===== src/rtl/pool_pkg.sv =====
// pool_pkg: shared sample-width, FSM state type and pool-size legality check for the pooling/unpooling stages
package pool_pkg;
  typedef enum logic {IDLE, EMIT} state_t;
  localparam int WIDTH_DATA_DEF = 16;
  localparam int WIDTH_KERNEL_DEF = 8;
  localparam int SAMPLE_W_DEF = WIDTH_DATA_DEF + WIDTH_KERNEL_DEF + 4;
  function automatic int sample_w(input int wd, input int wk);
    return wd + wk + 4;
  endfunction
  function automatic bit pool_size_ok(input int p);
    return p >= 2 && p <= 16;
  endfunction
endpackage


===== src/rtl/unpool_fifo2.sv =====
// unpool_fifo2: 2-entry FIFO; ports clk, rstn (async low), push_i, pop_i, data_i -> data_o (head), count_o
module unpool_fifo2 #(
  parameter int W = 28
) (
  input  logic         clk,
  input  logic         rstn,
  input  logic         push_i,
  input  logic         pop_i,
  input  logic [W-1:0] data_i,
  output logic [W-1:0] data_o,
  output logic [1:0]   count_o
);
  logic [W-1:0] mem_q [2];
  logic         wr_q, rd_q;
  logic [1:0]   count_q;
  always_ff @(posedge clk or negedge rstn)
    if (!rstn) begin
      mem_q[0] <= '0;
      mem_q[1] <= '0;
      wr_q <= 1'b0;
      rd_q <= 1'b0;
      count_q <= 2'd0;
    end else begin
      if (push_i) begin
        mem_q[wr_q] <= data_i;
        wr_q <= ~wr_q;
      end
      if (pop_i) rd_q <= ~rd_q;
      count_q <= count_q + {1'b0, push_i} - {1'b0, pop_i};
    end
  assign data_o = mem_q[rd_q];
  assign count_o = count_q;
endmodule


===== src/rtl/unpool_11.sv =====
// unpool_11: nearest-neighbour unpooling, each input sample expands into POOL_SIZE output beats (valid/ready both sides); clk, rstn async low; UNPOOL_ZERO_FILL_EN makes beats 1.. carry 0
module unpool_11
  import pool_pkg::*;
#(
  parameter int WIDTH_DATA = 16,
  parameter int WIDTH_KERNEL = 8,
  parameter int POOL_SIZE = 4,
  localparam int W = sample_w(WIDTH_DATA, WIDTH_KERNEL)
) (
  input  logic         clk,
  input  logic         rstn,
  input  logic         valid_i,
  output logic         ready_o,
  input  logic [W-1:0] data_i,
  output logic         valid_o,
  input  logic         ready_i,
  output logic [W-1:0] data_o,
  output logic         last_o
);
  localparam int CW = $clog2(POOL_SIZE);
  localparam logic [CW-1:0] LAST = CW'(POOL_SIZE - 1);
  if (!pool_size_ok(POOL_SIZE)) begin : g_bad_pool
    $error("POOL_SIZE must be in 2..16");
  end
  state_t        state_q, state_d;
  logic [CW-1:0] cnt_q, cnt_d;
  logic [W-1:0]  hold_q, hold_d, fifo_data;
  logic [1:0]    fifo_count;
  logic          push, pop;
  assign ready_o = fifo_count != 2'd2;
  assign push = valid_i && ready_o;
  unpool_fifo2 #(.W(W)) u_fifo (
    .clk(clk), .rstn(rstn), .push_i(push), .pop_i(pop),
    .data_i(data_i), .data_o(fifo_data), .count_o(fifo_count)
  );
  always_ff @(posedge clk or negedge rstn)
    if (!rstn) begin
      state_q <= IDLE;
      cnt_q <= '0;
      hold_q <= '0;
    end else begin
      state_q <= state_d;
      cnt_q <= cnt_d;
      hold_q <= hold_d;
    end
  // A group end with a queued sample reloads hold directly so groups run back-to-back.
  always_comb begin
    state_d = state_q;
    cnt_d = cnt_q;
    hold_d = hold_q;
    pop = 1'b0;
    case (state_q)
      IDLE: if (fifo_count != 2'd0) begin
        pop = 1'b1;
        hold_d = fifo_data;
        cnt_d = '0;
        state_d = EMIT;
      end
      EMIT: if (ready_i) begin
        if (cnt_q != LAST) cnt_d = cnt_q + 1'b1;
        else if (fifo_count != 2'd0) begin
          pop = 1'b1;
          hold_d = fifo_data;
          cnt_d = '0;
        end else begin
          cnt_d = '0;
          state_d = IDLE;
        end
      end
      default: state_d = IDLE;
    endcase
  end
  assign valid_o = state_q == EMIT;
  assign last_o = valid_o && cnt_q == LAST;
`ifdef UNPOOL_ZERO_FILL_EN
  assign data_o = cnt_q == '0 ? hold_q : '0;
`else
  assign data_o = hold_q;
`endif
endmodule


===== config.mk =====
export PLATFORM = sky130hd
export DESIGN_NAME = unpool_11
export DESIGN_NICKNAME = d
export VERILOG_FILES = /design/src/rtl/pool_pkg.sv /design/src/rtl/unpool_fifo2.sv /design/src/rtl/unpool_11.sv
export SDC_FILE = /design/constraint.sdc
export NUM_CORES = 1
export LEC_CHECK = 0
export CAP_MARGIN = 20
export CORE_MARGIN = 2
export CORE_UTILIZATION = 57
export DETAILED_ROUTE_END_ITERATION = 16
export PLACE_DENSITY_LB_ADDON = 0.25
export SKIP_CTS_REPAIR_TIMING = 1
export SLEW_MARGIN = 20
export SYNTH_ARGS = -nofsm -noshare
export SYNTH_HDL_FRONTEND = slang
export SYNTH_SLANG_ARGS = --single-unit

===== constraint.sdc =====
create_clock -name clk -period 2.6 [get_ports clk]
set_input_delay 0.52 -clock clk [delete_from_list [all_inputs] [get_ports clk]]
set_output_delay 0.52 -clock clk [all_outputs]
set_load 0.02 [all_outputs]

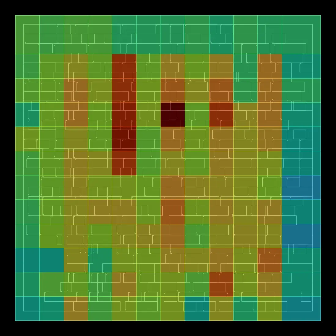
Fig. 1. Routing congestion map (run 1).
All-Layer GR Usage: 0.1956
Core Util, Final: 0.7209
WL/cell: 17.08 um
met3 GRT Util: 0.07583

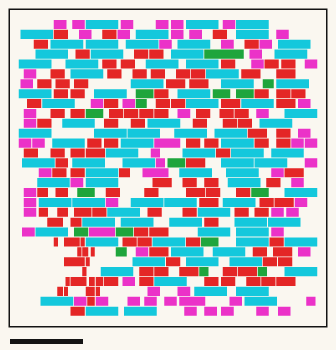
Fig. 2. Cells coloured by class (run 1).
The bar under the picture is 20 um long.
cyan -> flops  # cells 91, share of their area 48%
red -> combinational and other logic  # cells 140, share of their area 33%
magenta -> other buffers and delay cells  # cells 68, share of their area 15%
green -> clock drivers and dummy loads  # cells 16, share of their area 4.4%

==> impl_metrics.json, run 1 <==
{
  "status": "finished, final reports clean",
  "first_pass_iters": 3,
  "cp_max_fo": 9,
  "max_freq_ghz": 0.4591,
  "cap_violations": 0,
  "ys_warn_count": 0,
  "tool_warnings": 26,
  "grt_pass1_wl_mm": 11.09,
  "period_used_share": 0.8378,
  "grt_max_degree": 62,
  "hold_class": "in -> async",
  "cts-root-buf": "clkbuf_8",
  "clock_path_buffers": 2,
  "dp_slack_ps": 412.2,
  "startpoint": "valid_o$_DFF_PN0_",
  "startpoint_type": "flip-flop",
  "period_needed_ps": 2178,
  "rr_startpoint": "cnt_q[0]$_DFFE_PN0P_",
  "drv_slew": 0,
  "cts_sinks": 91,
  "cts_tree": "yes",
  "final-hold-violation-count": 0,
  "drtIter0Drc": 95,
  "grt_use_met1": 0.2521,
  "powerDensity_nw_per_um2": 1310,
  "first_global_vias": 2238,
  "setup.worst_path.class": "reg -> out",
  "chipArea_sq_um": 7559,
  "dp_hpwl_mm": 4.384,
  "cp.arrival_ps": 1660,
  "rsz0062_at_grt": "false",
  "grt_overflow_total": 0,
  "core_area_sq_um": 6719,
  "postSynthCellCount": 242,
  "power_leakage_nw": 2.083,
  "tightest_slew_ps": 408.0,
  "synth_seq_share": 0.5807,
  "r2r_slack_ps": 900,
  "lay_top_cells": "mux2_2, dfrtp_1, clkdlybuf4s50_1",
  "ys_cells": 242,
  "clk-insertion-delay-late_ps": 360,
  "grtUsageMet2": 0.3137,
  "fin_ws_ps": 421.8,
  "num_antenna_cells": 0,
  "ys_ff": 91,
  "ant_nets": 0,
  "tritoncts.num_buffers": 9,
  "ys_types": 24,
  "slew_headroom": 0.7280,
  "syn_avg_cell_area_sq_um": 16.20,
  "lay_top_count": "mux2_2",
  "final_layout_size_suffix_gt1_frac": 0.4476,
  "row_count": 30,
  "clk_pin_slew_ps": 100,
  "netlist_area_sq_um": 3921,
  "yosys-stat-area_sq_um": 3921,
  "fill_cells": 440,
  "viasPerCell": 5.410,
  "die-width_um": 86.94,
  "initial_utilization": 0.5836,
  "gp_congestion": 0.6826,
  "syn2layout_area_growth_pct": 23.52,
  "fp_nets": 277,
  "drcViolationCount": 0,
  "cp-end-kind": "primary output",
  "cts_htree_levels": 3,
  "crit_required_ps": 2080,
  "finalNetCount": 345,
  "ir_worst_vdd_v": 0.0006467,
  "fin_skew_ps": 9.245,
  "setup_viol": 0,
  "tns_ps": 0,
  "die_height_um": 86.94,
  "antenna_found_initial": 0,
  "busiest_layer": "met2"
}
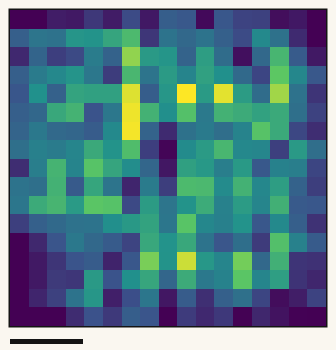
Fig. 3. Signal metal coverage by tile (run 1).
The bar under the picture is 20 um long. 17 x 17 tiles, from dark purple (low) to yellow (high), scaled to the fullest tile. Values are wire area over tile area, all layers added.
emptiest ninth of the die = south-west
nearly empty tiles = 5.5%
fullest tile = 0.37
via count: 2137
Post-Route WL: 6.747 mm

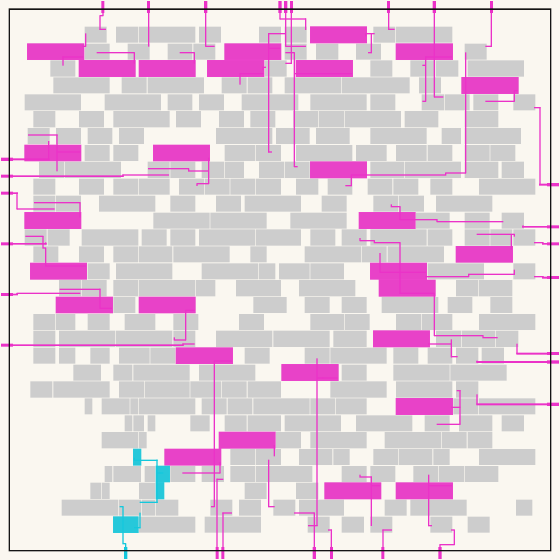
Fig. 4. I/O nets highlighted (run 1).
cyan -> ready_i  # direction input, edge south, end cells 4, wire 25.4 um
magenta -> data_o  # direction output, edge 9 north, 7 east, 6 south, 6 west, end cells 28, wire 680 um
I/O pins: 63
PortBufs: 62

==> run 1: per-stage QoR <==
| step | area [sq um] | utilization | std cells | hold WS, ps | power (W) |
|---|---|---|---|---|---|
| final | 4843 | 0.7209 | 395 | 84.70 | 0.006345 |
| after global routing | 4843 | 0.7209 | 395 | 91.06 | 0.006738 |
| after CTS | 4843 | 0.7209 | 395 | 85.42 | 0.006425 |
| after detailed placement | 4637 | 0.6901 | 379 | 479.0 | 0.005404 |
| after global placement | 4637 | 0.6901 | 379 | 469.8 | 0.005304 |
| after floorplan | 3921 | - | 242 | 224.4 | 0.004496 |
==> run 1: critical path, stage by stage (launching register included) <==
cell,delay (ps)
dfrtp_1,540
and2_1,170
clkdlybuf4s50_1,590
==> run 1: cells by family after synthesis <==
group | after synthesis | share of synthesized area
and+or+nand+nor | 14 | 0.02138
muxes | 113 | 0.3436
xor gates and xnor gates | 4 | 0.008936
buffers and inverters | 13 | 0.02999
AOI/OAI and AO/OA | 4 | 0.005743
DFF | 91 | 0.5807
adders and majority gates | 3 | 0.009573
==> run 1: per-layer routing <==
metal	up-vias	wire, um
met4	0	72
met2	43	3378
met5	-	0
met3	6	316
met1	1096	2980
li1	992	-
==> run 1: cells in the mapped netlist (all sizes together) <==
library cell  count  area (sq um)
nand2             6         22.52
xor2              2         17.52
and3b             1         8.760
buf              10         106.4
ha                3         37.54
nand2b            1         13.76
nor2              1         3.750
o31ai             1         7.510
o21ai             2         10.01
mux2            113          1348
xnor2             2         17.52
inv               2         7.510
nor3              1         5.000
a21oi             1         5.000
clkbuf            1         3.750
and2              2         13.77
nor2b             1         6.260
nand3             1         10.01
dfrtp            91          2277
==> run 1: power breakdown <==
| group | switching, W | internal [W] |
|---|---|---|
| sequential | 0.000390 | 0.00214 |
| combinational | 0.00109 | 0.00173 |
| clock | 0.000530 | 0.000461 |
==> run 1: area by class of cell <==
type / count / area [sq um] / share of cell area
clock inverters: 7 / 82.58 / 0.01705
flip-flops and latches: 91 / 2277 / 0.4702
clock buffers: 9 / 123.9 / 0.02557
well taps: 80 / 100.1 / 0.02067
multi-input cells: 138 / 1539 / 0.3177
inverters: 2 / 7.507 / 0.001550
repair buffers: 68 / 713.2 / 0.1472
==> run 1: state kept, by name, summed over array words and instances, names as in the netlist <==
| signal | cells |
|---|---|
| u_fifo.rd_q | 1 |
| data_o | 28 |
| u_fifo.wr_q | 1 |
| cnt_q | 2 |
| u_fifo.mem_q | 56 |
| valid_o | 1 |
| u_fifo.count_o | 2 |
==> run 1: final timing paths <==
| check | endpoint | cells after the start |
|---|---|---|
| worst min-delay path | data_o[12]$_DFFE_PN0P_ | 1 |
| worst min register to register | cnt_q[0]$_DFFE_PN0P_ | 1 |
| worst max register to register | u_fifo.count_o[1]$_DFF_PN0_ | 8 |
| min in group clk | cnt_q[0]$_DFFE_PN0P_ | 1 |
| max in group asynchronous | u_fifo.wr_q$_DFFE_PN0P_ | 2 |
| worst max-delay path | last_o | 2 |
## Run 2: what changed since run 1
CORE_UTILIZATION = 53   (was 57)
clock period = 2.1 ns   (was 2.6 ns; I/O delays follow)
==> run 2 against run 1 <==
  * Sequential power rose by 24%
  * Critical path depth did not move
  * Final cell count rose by 6.1%
  * Clock skew barely moved
  * Sequential share of layout area fell by 0.29 points
  * Hold slack improved by 400 ps
  * Critical endpoint is now ready_o
  * Largest cell class unchanged
  * Largest power group unchanged
==> impl_metrics.json, run 2 <==
{
  "status": "finished, final reports clean",
  "cts-root-buf": "clkbuf_8",
  "cp_slowest_cell": "clkdlybuf4s50_1",
  "cp_max_fo": 4,
  "row_count": 31,
  "chipArea_sq_um": 8103,
  "period_needed_ps": 1943,
  "crit_family": "buffers and inverters",
  "hold_class": "reg -> reg",
  "r2r_slack_ps": 360,
  "drtIter0Drc": 41,
  "synth-edff-count": 0,
  "final_cells": 419,
  "synth.top_cells.by_count": "mux2_2, dfrtp_1, mux2_4, nand2_1",
  "design_area_sq_um": 4873,
  "setup_viol": 0,
  "ys_types": 24,
  "power_leakage_nw": 2.094,
  "max_freq_ghz": 0.5146,
  "seq_area_sq_um": 2277,
  "dp_hpwl_mm": 4.614,
  "period_used_share": 0.9254,
  "fill_cells": 535,
  "drv_slew": 0,
  "viasPerCell": 5.124,
  "synthArstFlopShare": 1.000,
  "powerDensity_nw_per_um2": 1574,
  "slew_headroom": 0.7447,
  "clk-insertion-delay-late_ps": 350,
  "ys.flop_type": "dfrtp_1",
  "postSynthCellCount": 242,
  "lay_top_cells": "mux2_2, dfrtp_1, clkdlybuf4s50_1",
  "cp-end-kind": "primary output",
  "cap_violations": 0,
  "clock_path_buffers": 2,
  "largest_reg_flops": 56,
  "cts_sinks": 91,
  "final_layout_size_suffix_gt1_frac": 0.4500,
  "first_global_vias": 2312,
  "fin_skew_ps": 9.398,
  "initial_utilization": 0.5435,
  "setup.worst_path.class": "reg -> out",
  "synth_top_area_share": 0.5807,
  "fp_nets": 277,
  "area_leaders": "dfrtp_1, mux2_2, mux2_4",
  "ir_worst_vdd_v": 0.0008753,
  "clk_pin_slew_ps": 90,
  "die-width_um": 90.02,
  "netlist_area_sq_um": 3921,
  "drcViolationCount": 0,
  "place_inst": 402,
  "num_vias": 2147,
  "tns_ps": 0,
  "die_height_um": 90.02,
  "ys_ff": 91,
  "tightest_slew_ps": 382.9,
  "cts_htree_levels": 3,
  "slowest_delay_ps": 610,
  "core_area_sq_um": 7214,
  "syn2layout_area_growth_pct": 24.28,
  "logic_area_sq_um": 1539,
  "tritoncts.num_buffers": 9
}
run 2: worst reg2reg max path, cell delays in order (launching register included):
cell and delay (ps):
dfrtp_1 410, ha_1 230, nand2_1 130, a21oi_4 80, ha_1 280, inv_1 40, ha_1 180, xnor2_1 180
xnor2_1 140
run 2: cell families after synthesis:
group / synth area share
multiplexers: 0.3436
adder cells (fa/ha/maj): 0.009573
AND-OR/OR-AND: 0.005743
flip-flops: 0.5807
AND/OR/NAND/NOR: 0.02138
buffers and inverters: 0.02999
XOR/XNOR: 0.008936
run 2: area by class of cell:
class	instances	area share
Clock inverter	6	0.008729
Sequential cell	91	0.4673
Clock buffer	10	0.02619
Timing Repair Buffer	73	0.1551
Inverter	2	0.001540
Tap cell	99	0.02542
Multi-Input combinational cell	138	0.3158
run 2: worst paths after layout:
path	startpoint	endpoint	cells past startpoint
worst max-delay path	u_fifo.count_o[1]$_DFF_PN0_	ready_o	2
worst min-delay path	cnt_q[0]$_DFFE_PN0P_	cnt_q[0]$_DFFE_PN0P_	1
worst max register to register	cnt_q[0]$_DFFE_PN0P_	u_fifo.count_o[1]$_DFF_PN0_	8
worst min register to register	cnt_q[0]$_DFFE_PN0P_	cnt_q[0]$_DFFE_PN0P_	1
max in group asynchronous	rstn	u_fifo.mem_q[35]$_DFFE_PN0P_	3
min in group asynchronous	rstn	u_fifo.mem_q[43]$_DFFE_PN0P_	2
run 2: through the flow:
stage	hold WS, ps	setup slack (ps)	utilization	total power (W)
after detailed placement	367.1	72.04	0.6502	0.006731
final	489.1	156.6	0.6755	0.007672
after global routing	510.9	85.75	0.6755	0.008164
after global placement	370.7	118.9	0.6502	0.006604
after floorplan	124.4	327.7	-	0.005566
after CTS	-17.22	15.71	0.6738	0.007780
run 2: per-layer routing:
metal / vias to the layer above / GRT usage / wire, um
li1: 997 / - / -
met2: 42 / 0.2882 / 3260
met5: - / 0 / 0
met1: 1100 / 0.2501 / 3202
met4: 0 / 0.07308 / 114
met3: 8 / 0.04526 / 244
run 2: power by group:
group | internal, W | switching (W) | leakage (nW)
registers | 0.00265 | 0.000485 | 1.08
logic | 0.00215 | 0.00134 | 0.947
clock network | 0.000428 | 0.000610 | 0.0705
total | 0.00523 | 0.00244 | 2.09
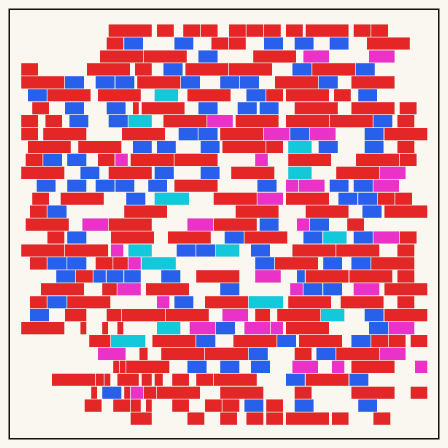
Fig. 5. Sizing map (run 2).
magenta -> _3 and _4 cells  # cells 34
cyan -> _6 and larger  # cells 13
blue -> _2 cells  # cells 97
red -> _0 and _1 cells  # cells 176

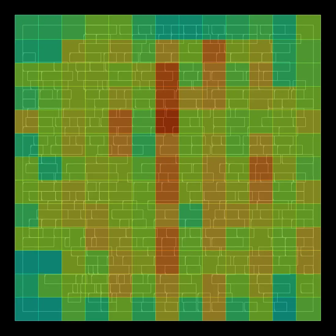
Fig. 6. Routing congestion map (run 2).
gr busiest metal: met2
met3 GRT Util: 0.04526
Core Util, Final: 0.6755
All-Layer GR Usage: 0.1844
global routing usage on met1: 0.2501

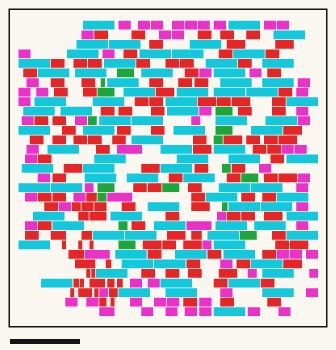
Fig. 7. Cells coloured by class (run 2).
The bar under the picture is 20 um long.
magenta -> other buffers and delay cells  # cells 73, share of their area 16%
cyan -> flops  # cells 91, share of their area 48%
red -> combinational and other logic  # cells 140, share of their area 33%
green -> clock drivers and dummy loads  # cells 16, share of their area 3.6%

## Run 3: what changed since run 2
CORE_UTILIZATION = 63   (was 53)
DONT_BUFFER_PORTS = 1   (was unset)
HOLD_SLACK_MARGIN = 0.05   (was unset)
==> run 3 against run 2 <==
  * The run now ends with negative hold slack left
  * Clock-buffer cell count unchanged
  * Global-route usage increased by 1.2 points
  * Largest cell class unchanged
  * Clock skew barely moved
  * Largest power group is now registers
  * Hold slack worse by 720 ps
==> impl_metrics.json, run 3 <==
{
  "row_count": 28,
  "first_pass_iters": 4,
  "p_switching_w": 0.002294,
  "cts_tree": "yes",
  "period_needed_ps": 1770,
  "cp.arrival_ps": 2030,
  "tightest_slew_ps": 462.0,
  "core_area_sq_um": 5956,
  "ir_worst_vdd_v": 0.0009362,
  "hold_class": "in -> async",
  "status": "finished with violations",
  "reg2reg_depth": 8,
  "powerDensity_nw_per_um2": 1719,
  "fp_nets": 277,
  "period_used_share": 0.8431,
  "crit_family": "adder cells",
  "first_global_vias": 2105,
  "top_area_cell": "dfrtp_1",
  "slew_headroom": 0.6920,
  "tritoncts.num_buffers": 9,
  "synth.top_cells.by_count": "mux2_2, dfrtp_1, mux2_4, nand2_1",
  "drcViolationCount": 0,
  "crit_buf_inv": 1,
  "fin_ws_ps": 329.6,
  "syn_avg_cell_area_sq_um": 16.20,
  "crit_chain": "ha_1 -> nand2_1 -> a21oi_4 -> ha_1 -> inv_1 -> ha_1 -> xnor2_1 -> xnor2_1",
  "ant_nets": 0,
  "crit_required_ps": 2360,
  "fin_skew_ps": 9.523,
  "ys_ff": 91,
  "final-hold-violation-count": 91,
  "fill_cells": 388,
  "drtIter0Drc": 87,
  "grt_overflow_total": 0,
  "netlist_area_sq_um": 3921,
  "grt_pass1_wl_mm": 10.74,
  "lay_top_count": "mux2_2",
  "syn2layout_area_growth_pct": 7.658,
  "synth-edff-count": 0,
  "finalNetCount": 284,
  "antenna_found_initial": 0,
  "logic_area_sq_um": 1539,
  "swShare": 0.3161,
  "ys_cells": 242,
  "largest_reg_flops": 56,
  "synth_top_area_share": 0.5807,
  "synth_dominant_cell_count": "mux2_2",
  "grt_max_degree": 92,
  "ioPinCount": 63,
  "tns_ps": 0,
  "die_height_um": 82.90,
  "place_inst": 313,
  "startpoint_type": "flip-flop",
  "cap_violations": 0,
  "r2r_slack_ps": 330,
  "ys.flop_type": "dfrtp_1",
  "p_comb_frac": 0.340,
  "wirelength_mm": 6.234,
  "synth_seq_share": 0.5807,
  "viasPerCell": 5.754,
  "clk-insertion-delay-late_ps": 330,
  "cts-root-buf": "clkbuf_8",
  "chipArea_sq_um": 6872,
  "clock_power_share": 0.176,
  "dp_slack_ps": 312.2,
  "final_layout_size_suffix_gt1_frac": 0.5551,
  "initial_utilization": 0.6584,
  "gp_congestion": 0.7655,
  "postSynthCellCount": 242,
  "pwr-share-seq": 0.484,
  "setup.worst_path.class": "reg -> reg",
  "cp_slowest_cell": "dfrtp_1",
  "portBuffers": 0,
  "slowest_delay_ps": 400,
  "rsz0062_at_grt": "false",
  "ys_warn_count": 0,
  "synthArstFlopShare": 1.000,
  "cts_sinks": 91,
  "timing.hold.ws_ps": -232.4,
  "num_antenna_cells": 0,
  "cp_max_fo": 3,
  "die-width_um": 82.90,
  "r2r_end": "u_fifo.count_o[1]$_DFF_PN0_",
  "clk_pin_slew_ps": 90,
  "area_leaders": "dfrtp_1, mux2_2, mux2_4",
  "seq_area_sq_um": 2277,
  "cts_htree_levels": 3,
  "critPathMostFrequentCell": "ha_1",
  "drv_slew": 0,
  "setup_viol": 0,
  "ys_types": 24,
  "max_freq_ghz": 0.5648,
  "rr_startpoint": "cnt_q[0]$_DFFE_PN0P_",
  "clock_path_buffers": 2,
  "tool_warnings": 27,
  "power_leakage_nw": 1.848,
  "violations": "negative hold slack",
  "yosys-stat-area_sq_um": 3921,
  "lay_top_cells": "mux2_2, dfrtp_1, mux2_4",
  "cp-end-kind": "flip-flop",
  "dp_hpwl_mm": 4.159,
  "largest-register": "u_fifo.mem_q",
  "final_cells": 329,
  "internal-power_w": 0.004962
}
==> run 3: cell counts after synthesis <==
Identical to the previous run, type by type.
==> run 3: layout make-up <==
type                    count  share of cell area
flip-flops and latches     91              0.5394
multi-input cells         138              0.3646
clock buffers              10             0.03260
well taps                  75             0.02223
clock inverters             6             0.02104
repair buffers              7             0.01838
inverters                   2            0.001778
==> run 3: logic make-up (layout without fill, tap and decap cells) <==
group,after synthesis,after routing,synth area share
muxes,113,113,0.3436
AOI/OAI and AO/OA,4,4,0.005743
DFF,91,91,0.5807
adders and majority gates,3,3,0.009573
xor gates and xnor gates,4,4,0.008936
buffers and inverters,13,25,0.02999
and+or+nand+nor,14,14,0.02138
==> run 3: metal layers <==
layer  global-route usage  wire length [um]
met5                    0                 0
met4              0.05365                46
met3              0.06262               394
met2               0.2984              2962
met1               0.2756              2831
==> run 3: worst max path at each step <==
stage          slack [ps]                           to                  from  depth (start not counted)
2_1_floorplan         330  u_fifo.count_o[1]$_DFF_PN0_  cnt_q[0]$_DFFE_PN0P_                          9
4_1_cts               300  u_fifo.count_o[1]$_DFF_PN0_  cnt_q[0]$_DFFE_PN0P_                          8
5_1_grt               160  u_fifo.count_o[1]$_DFF_PN0_  cnt_q[0]$_DFFE_PN0P_                          8
3_3_place_gp          450  u_fifo.count_o[1]$_DFF_PN0_  cnt_q[0]$_DFFE_PN0P_                          8
6_report              330  u_fifo.count_o[1]$_DFF_PN0_  cnt_q[0]$_DFFE_PN0P_                          8
3_5_place_dp          310  u_fifo.count_o[1]$_DFF_PN0_  cnt_q[0]$_DFFE_PN0P_                          8
==> run 3: power groups by stage <==
| stage | clock network, W | logic [W] | registers, W |
|---|---|---|---|
| after CTS | 0.00132 | 0.00250 | 0.00352 |
| after global placement | 0 | 0.00241 | 0.00351 |
| final | 0.00128 | 0.00247 | 0.00351 |
| after floorplan | 0 | 0.00219 | 0.00338 |
| after global routing | 0.00140 | 0.00267 | 0.00364 |
| after detailed placement | 0 | 0.00250 | 0.00355 |
==> run 3: stage by stage <==
stage	total power [W]	hold WS, ps	cell area [sq um]
floorplan	0.005566	124.4	3921
global placement	0.005911	126.4	3995
detailed placement	0.006043	126.3	3995
CTS	0.007338	-245.8	4222
global route	0.007719	-260.9	4222
finish	0.007256	-232.4	4222
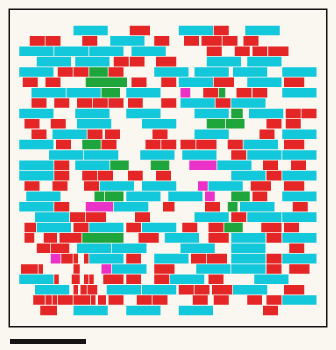
Fig. 8. Cells coloured by class (run 3).
The bar under the picture is 20 um long.
cyan -> flops  # cells 91, share of their area 55%
red -> combinational and other logic  # cells 140, share of their area 37%
green -> clock drivers and dummy loads  # cells 16, share of their area 5.5%
magenta -> other buffers and delay cells  # cells 7, share of their area 1.9%

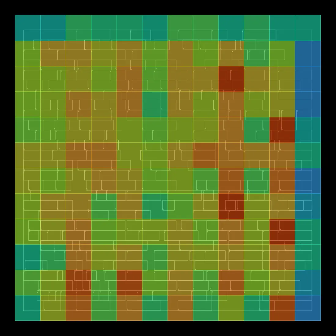
Fig. 9. Routing congestion map (run 3).
met3 GRT Util: 0.06262
Core Util, Final: 0.7088
routing usage on met2: 0.2984

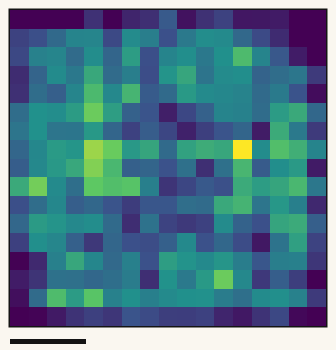
Fig. 10. Signal metal coverage by tile (run 3).
The bar under the picture is 20 um long. 17 x 17 tiles, from dark purple (low) to yellow (high), scaled to the fullest tile. Values are wire area over tile area, all layers added.
tiles over half the peak = 21%
fullest tile = 0.40
mean over tiles = 0.14
nearly empty tiles = 5.2%
All-Layer GR Usage: 0.1962
via count: 1893
WL/cell: 18.95 um

Power is estimated from default activity; no workload was simulated.
